--- config.mk ---
export PLATFORM = sky130hd
export DESIGN_NAME = mnist_pixel_loader
export DESIGN_NICKNAME = d
export VERILOG_FILES = /design/src/rtl/mnist_pixel_loader.sv
export SDC_FILE = /design/constraint.sdc
export NUM_CORES = 1
export LEC_CHECK = 0
export ABC_AREA = 1
export CORE_ASPECT_RATIO = 1.5
export CORE_UTILIZATION = 53
export DETAILED_ROUTE_END_ITERATION = 8
export PLACE_DENSITY = 0.85
export SYNTH_ARGS = -nofsm -noshare
export SYNTH_HDL_FRONTEND = slang
export SYNTH_SLANG_ARGS = --single-unit
--- constraint.sdc ---
create_clock -name clk -period 4.1 [get_ports clk]
set_input_delay 0.615 -clock clk [delete_from_list [all_inputs] [get_ports clk]]
set_output_delay 0.615 -clock clk [all_outputs]
set_load 0.02 [all_outputs]
--- src/rtl/mnist_pixel_loader.sv ---
// mnist_pixel_loader
// Binarizes an 8-bit grayscale pixel stream, packs 8 pixels per byte (first
// pixel in bit 7) and strobes each byte into the classifier's shift-in port.
// After the last byte of a frame it waits SETTLE_CYCLES for the classifier
// to resolve, then pulses frame_done.
module mnist_pixel_loader #(
    parameter int PIXELS        = 784,
    parameter int THRESHOLD     = 128,
    parameter int SETTLE_CYCLES = 4
) (
    input  logic       clk,
    input  logic       rst_n,
    input  logic       start,
    input  logic       abort,
    input  logic       pix_valid,
    input  logic [7:0] pix_data,
    output logic       pix_ready,
    output logic [7:0] pixels_out,
    output logic       write_enable,
    output logic       busy,
    output logic [6:0] byte_count,
    output logic       frame_done
);

    localparam int             BYTES = PIXELS / 8;
    localparam int             SW    = (SETTLE_CYCLES > 1) ? $clog2(SETTLE_CYCLES) : 1;
    localparam logic [7:0]     THR   = 8'(THRESHOLD);
    localparam logic [6:0]     LAST_BYTE_IDX = 7'(BYTES - 1);
    localparam logic [SW-1:0]  SETTLE_LAST   = SW'(SETTLE_CYCLES - 1);

    typedef enum logic [1:0] {
        S_IDLE,
        S_LOAD,
        S_SETTLE,
        S_DONE
    } state_t;

    state_t        r_state;
    state_t        w_next_state;
    logic [7:0]    r_pack;
    logic [2:0]    r_bit_cnt;
    logic [6:0]    r_byte_cnt;
    logic [SW-1:0] r_settle_cnt;
    logic [7:0]    r_pixels_out;
    logic          r_write_enable;

    logic          w_start_ok;
    logic          w_hs;
    logic          w_pix_bit;
    logic [7:0]    w_packed;
    logic          w_byte_done;
    logic          w_last_byte;
    logic          w_settle_end;

    // Accepting a start needs abort low; abort always wins.
    assign w_start_ok   = (r_state == S_IDLE) && start && !abort;
    // pix_ready is simply "in LOAD", so a handshake is LOAD with pix_valid.
    assign w_hs         = (r_state == S_LOAD) && pix_valid;
    assign w_pix_bit    = (pix_data >= THR);
    assign w_packed     = {r_pack[6:0], w_pix_bit};
    assign w_byte_done  = w_hs && (r_bit_cnt == 3'd7);
    assign w_last_byte  = w_byte_done && (r_byte_cnt == LAST_BYTE_IDX);
    assign w_settle_end = (r_settle_cnt == SETTLE_LAST);

    // State register.
    always_ff @(posedge clk or negedge rst_n) begin
        // NOTE: sequential state is always assigned with <=, so every register
        // samples pre-edge values and the order of statements does not matter.
        if (!rst_n) begin
            r_state <= S_IDLE;
        end else begin
            r_state <= w_next_state;
        end
    end

    // Next-state logic; abort in any non-IDLE state returns to IDLE.
    always_comb begin
        // NOTE: default first so every path assigns w_next_state and no latch
        // is inferred.
        w_next_state = r_state;
        case (r_state)
            S_IDLE: begin
                if (w_start_ok) w_next_state = S_LOAD;
            end
            S_LOAD: begin
                if (abort)            w_next_state = S_IDLE;
                else if (w_last_byte) w_next_state = S_SETTLE;
            end
            S_SETTLE: begin
                if (abort)             w_next_state = S_IDLE;
                else if (w_settle_end) w_next_state = S_DONE;
            end
            S_DONE: begin
                w_next_state = S_IDLE;
            end
            default: w_next_state = S_IDLE;
        endcase
    end

    // Pixel packing, byte strobe and byte counter.
    always_ff @(posedge clk or negedge rst_n) begin
        if (!rst_n) begin
            r_pack         <= 8'd0;
            r_bit_cnt      <= 3'd0;
            r_byte_cnt     <= 7'd0;
            r_pixels_out   <= 8'd0;
            r_write_enable <= 1'b0;
        end else begin
            r_write_enable <= 1'b0;
            if (w_start_ok) begin
                r_pack     <= 8'd0;
                r_bit_cnt  <= 3'd0;
                r_byte_cnt <= 7'd0;
            end else if (abort) begin
                // Partial byte (and any byte completing on this edge) is dropped.
                r_pack    <= 8'd0;
                r_bit_cnt <= 3'd0;
            end else if (w_hs) begin
                r_pack    <= w_packed;
                r_bit_cnt <= r_bit_cnt + 3'd1;
                if (w_byte_done) begin
                    r_pixels_out   <= w_packed;
                    r_write_enable <= 1'b1;
                    r_byte_cnt     <= r_byte_cnt + 7'd1;
                end
            end
        end
    end

    // Settle counter: runs only while in SETTLE, zero otherwise.
    always_ff @(posedge clk or negedge rst_n) begin
        if (!rst_n) begin
            r_settle_cnt <= '0;
        end else if (r_state == S_SETTLE) begin
            r_settle_cnt <= r_settle_cnt + SW'(1);
        end else begin
            r_settle_cnt <= '0;
        end
    end

    assign pix_ready    = (r_state == S_LOAD);
    assign busy         = (r_state != S_IDLE);
    assign frame_done   = (r_state == S_DONE);
    assign pixels_out   = r_pixels_out;
    assign write_enable = r_write_enable;
    assign byte_count   = r_byte_cnt;

endmodule

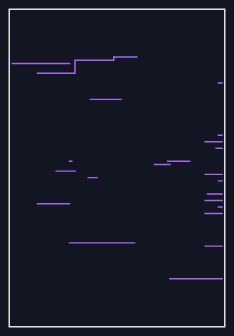
Figure 1: metal 3.
18 nets have wire on it. The layer holds 4.2% of the routed length.

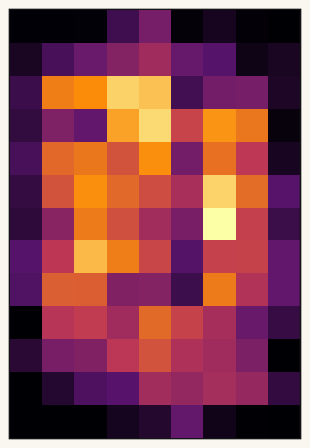
Figure 2: routed metal per tile.
9 x 13 tiles, from black (low) to pale yellow (high), scaled to the fullest tile. Values are wire area over tile area, all layers added.
31% of the tiles are over half the peak. 13% of the tiles are nearly empty. The emptiest ninth of the die: lower left. The mean over all tiles is 0.15.

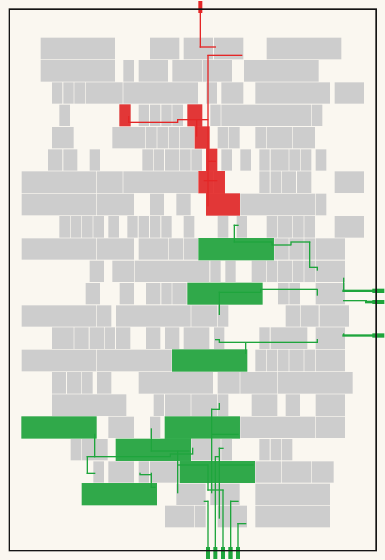
Figure 3: wires at chosen ports, followed through buffers.
Key: pixels_out = green [direction output, edge 5 bottom, 3 right, end cells 8, wire 167 µm]; abort = red [direction input, edge top, end cells 7, wire 43.8 µm]

==> flow_summary.ini <==
; generated from flow reports
[worst_setup_path]
crit_type = reg2out
required_ns = 3.48
path_max_fanout = 5
cp-end-kind = output pin
arrival_ns = 1.59

[cts]
postCtsHoldBufs = 0
cts.sinks = 30
cts_setup_buffers = 0
clk_pin_slew_ns = 0.09
clockRootBuffer = clkbuf_4

[pwr]
vdd_drop_max_mv = 0.274
switchingPower_uw = 249
seqPwrFrac_pct = 46.0
leakage_uw = 0.000859
p_total_uw = 769
pwr-share-comb_pct = 24.3
intPower_uw = 520

[finish]
stdcell_count = 233
area_growth_syn_to_layout_pct = 24.4
ff_latch_area_um2 = 751
drive_gt1_share_pct = 11.7

[placed_design]
dp.cells = 225
place.gp.congestion = 0.895

[route]
routed_wl_um = 2680
drt_iter0_drc = 41
vias = 1162
drc = 0

[timing]
final-hold-violation-count = 0
finalSetupTns_ns = 0
maxSlewHeadroom_pct = 71.5
finalSetupViolations = 0
slew_violations = 0
finalClockPeriodUsage_pct = 53.7

[floorplanning]
fp-utilization_pct = 57.6
core.rowCount = 22
fp.dieH_um = 65.9

[logic_synthesis]
synthCells = 166
avgSynthCellArea_um2 = 8.69
synth-area-yosys_um2 = 1440
synth-simple-area-share_pct = 21.2
yosysSeqAreaShare_pct = 52.0
synth_area_um2 = 1440

[outcome]
status = complete, no violations

[grt]
grtUsageTotal_pct = 22.3
gr-total-overflow = 0
grt_max_degree = 31

[job]
drv_cap = 0
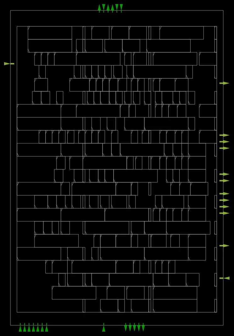
Figure 4: cell placement.
FILL cells: 183
area of the core: 2500 µm²
Flops: 30
Seq/total area: 41.8%

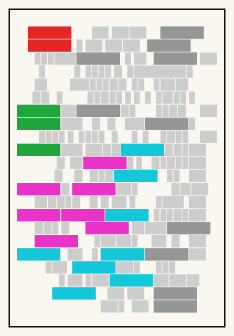
Figure 5: sequential cells colored by netlist name.
Other sequential cells in the stronger gray, the rest of the logic in the fainter gray.
Key: r_bit_cnt = green [flops 3]; r_pack = magenta [flops 7]; r_settle_cnt = red [flops 2]; pixels_out = cyan [flops 8]
Another 10 sequential cells are not colored.

-- cells by family after synthesis --
group	after synthesis
and+or+nand+nor	71
AOI/OAI and AO/OA	32
DFF	30
buffers and inverters	26
adders and majority gates	5
xor gates and xnor gates	2
-- synth_stat cells --
cell type / n / share of area (%)
buf_6: 1 / 0.78
o21ai_2: 9 / 5.5
nor2_4: 2 / 1.6
xor2_1: 2 / 1.2
inv_1: 22 / 5.7
ha_1: 5 / 4.3
nand3_1: 9 / 3.1
nor3_1: 2 / 0.69
nand4_1: 2 / 0.87
buf_4: 1 / 0.52
o21bai_1: 1 / 0.52
nand2_1: 41 / 11
dfrtp_1: 30 / 52
o21ai_0: 13 / 4.5
a21oi_1: 9 / 3.1
nand3_2: 1 / 0.69
inv_2: 2 / 0.52
nor2_1: 14 / 3.6
-- metrics by stage --
stage | utilization [%] | cell area, µm² | setup slack [ns] | hold WS [ns]
2_1_floorplan | - | 1440 | 2.76 | 0.319
3_3_place_gp | 68.5 | 1720 | 2.11 | 0.417
3_5_place_dp | 68.5 | 1720 | 2.05 | 0.431
4_1_cts | 71.6 | 1790 | 1.88 | 0.444
5_1_grt | 71.6 | 1790 | 1.82 | 0.474
6_report | 71.6 | 1790 | 1.90 | 0.440
-- layer usage --
layer / track usage [%] / routed length, µm / up-vias
li1: - / - / 587
met1: 23.4 / 1020 / 542
met2: 39.9 / 1490 / 26
met3: 6.01 / 111 / 7
met4: 10.2 / 55 / 0
met5: 0 / 0 / -
-- critical path: stages, from the launching register on --
cell,delay (ns)
dfrtp_1,0.46
inv_1,0.12
nand2_1,0.08
clkdlybuf4s50_1,0.59
-- sequential cells by signal (all words and copies together) (netlist names) --
name          cells
r_pack            7
r_settle_cnt      2
byte_count        7
write_enable      1
r_state           2
pixels_out        8
r_bit_cnt         3
-- layout make-up --
class	count	share of cell area, %
inverter	24	5.02
sequential	30	41.8
timing repair buffer	25	13.8
multi-input combinational	110	32.5
clock inverter	3	2.23
clock buffer	5	2.09
tap	36	2.51
-- path summary, 6_finish.rpt --
check                                           from                   endpoint  slack, ns  depth (start not counted)
hold / removal             r_settle_cnt[0]$_DFF_PN0_  r_settle_cnt[0]$_DFF_PN0_       0.44                          1
hold reg to reg            r_settle_cnt[0]$_DFF_PN0_  r_settle_cnt[0]$_DFF_PN0_       0.44                          1
setup reg to reg            r_bit_cnt[0]$_DFFE_PN0P_  pixels_out[2]$_DFFE_PN0P_       2.58                          7
setup / recovery              r_state[1]$_DFFE_PN0P_                       busy       1.90                          3
min in group asynchronous                      rst_n  byte_count[2]$_DFFE_PN0P_       0.65                          2
max in group asynchronous                      rst_n     write_enable$_DFF_PN0_       3.16                          2
-- power by group through the flow --
stage / Sequential (µW) / Clock [µW] / Combinational (µW)
2_1_floorplan: 353 / 0 / 129
3_3_place_gp: 356 / 0 / 180
3_5_place_dp: 359 / 0 / 187
4_1_cts: 354 / 236 / 188
5_1_grt: 357 / 253 / 212
6_report: 354 / 228 / 187
Power figures rest on the tool's default switching activity, not on a simulated workload.
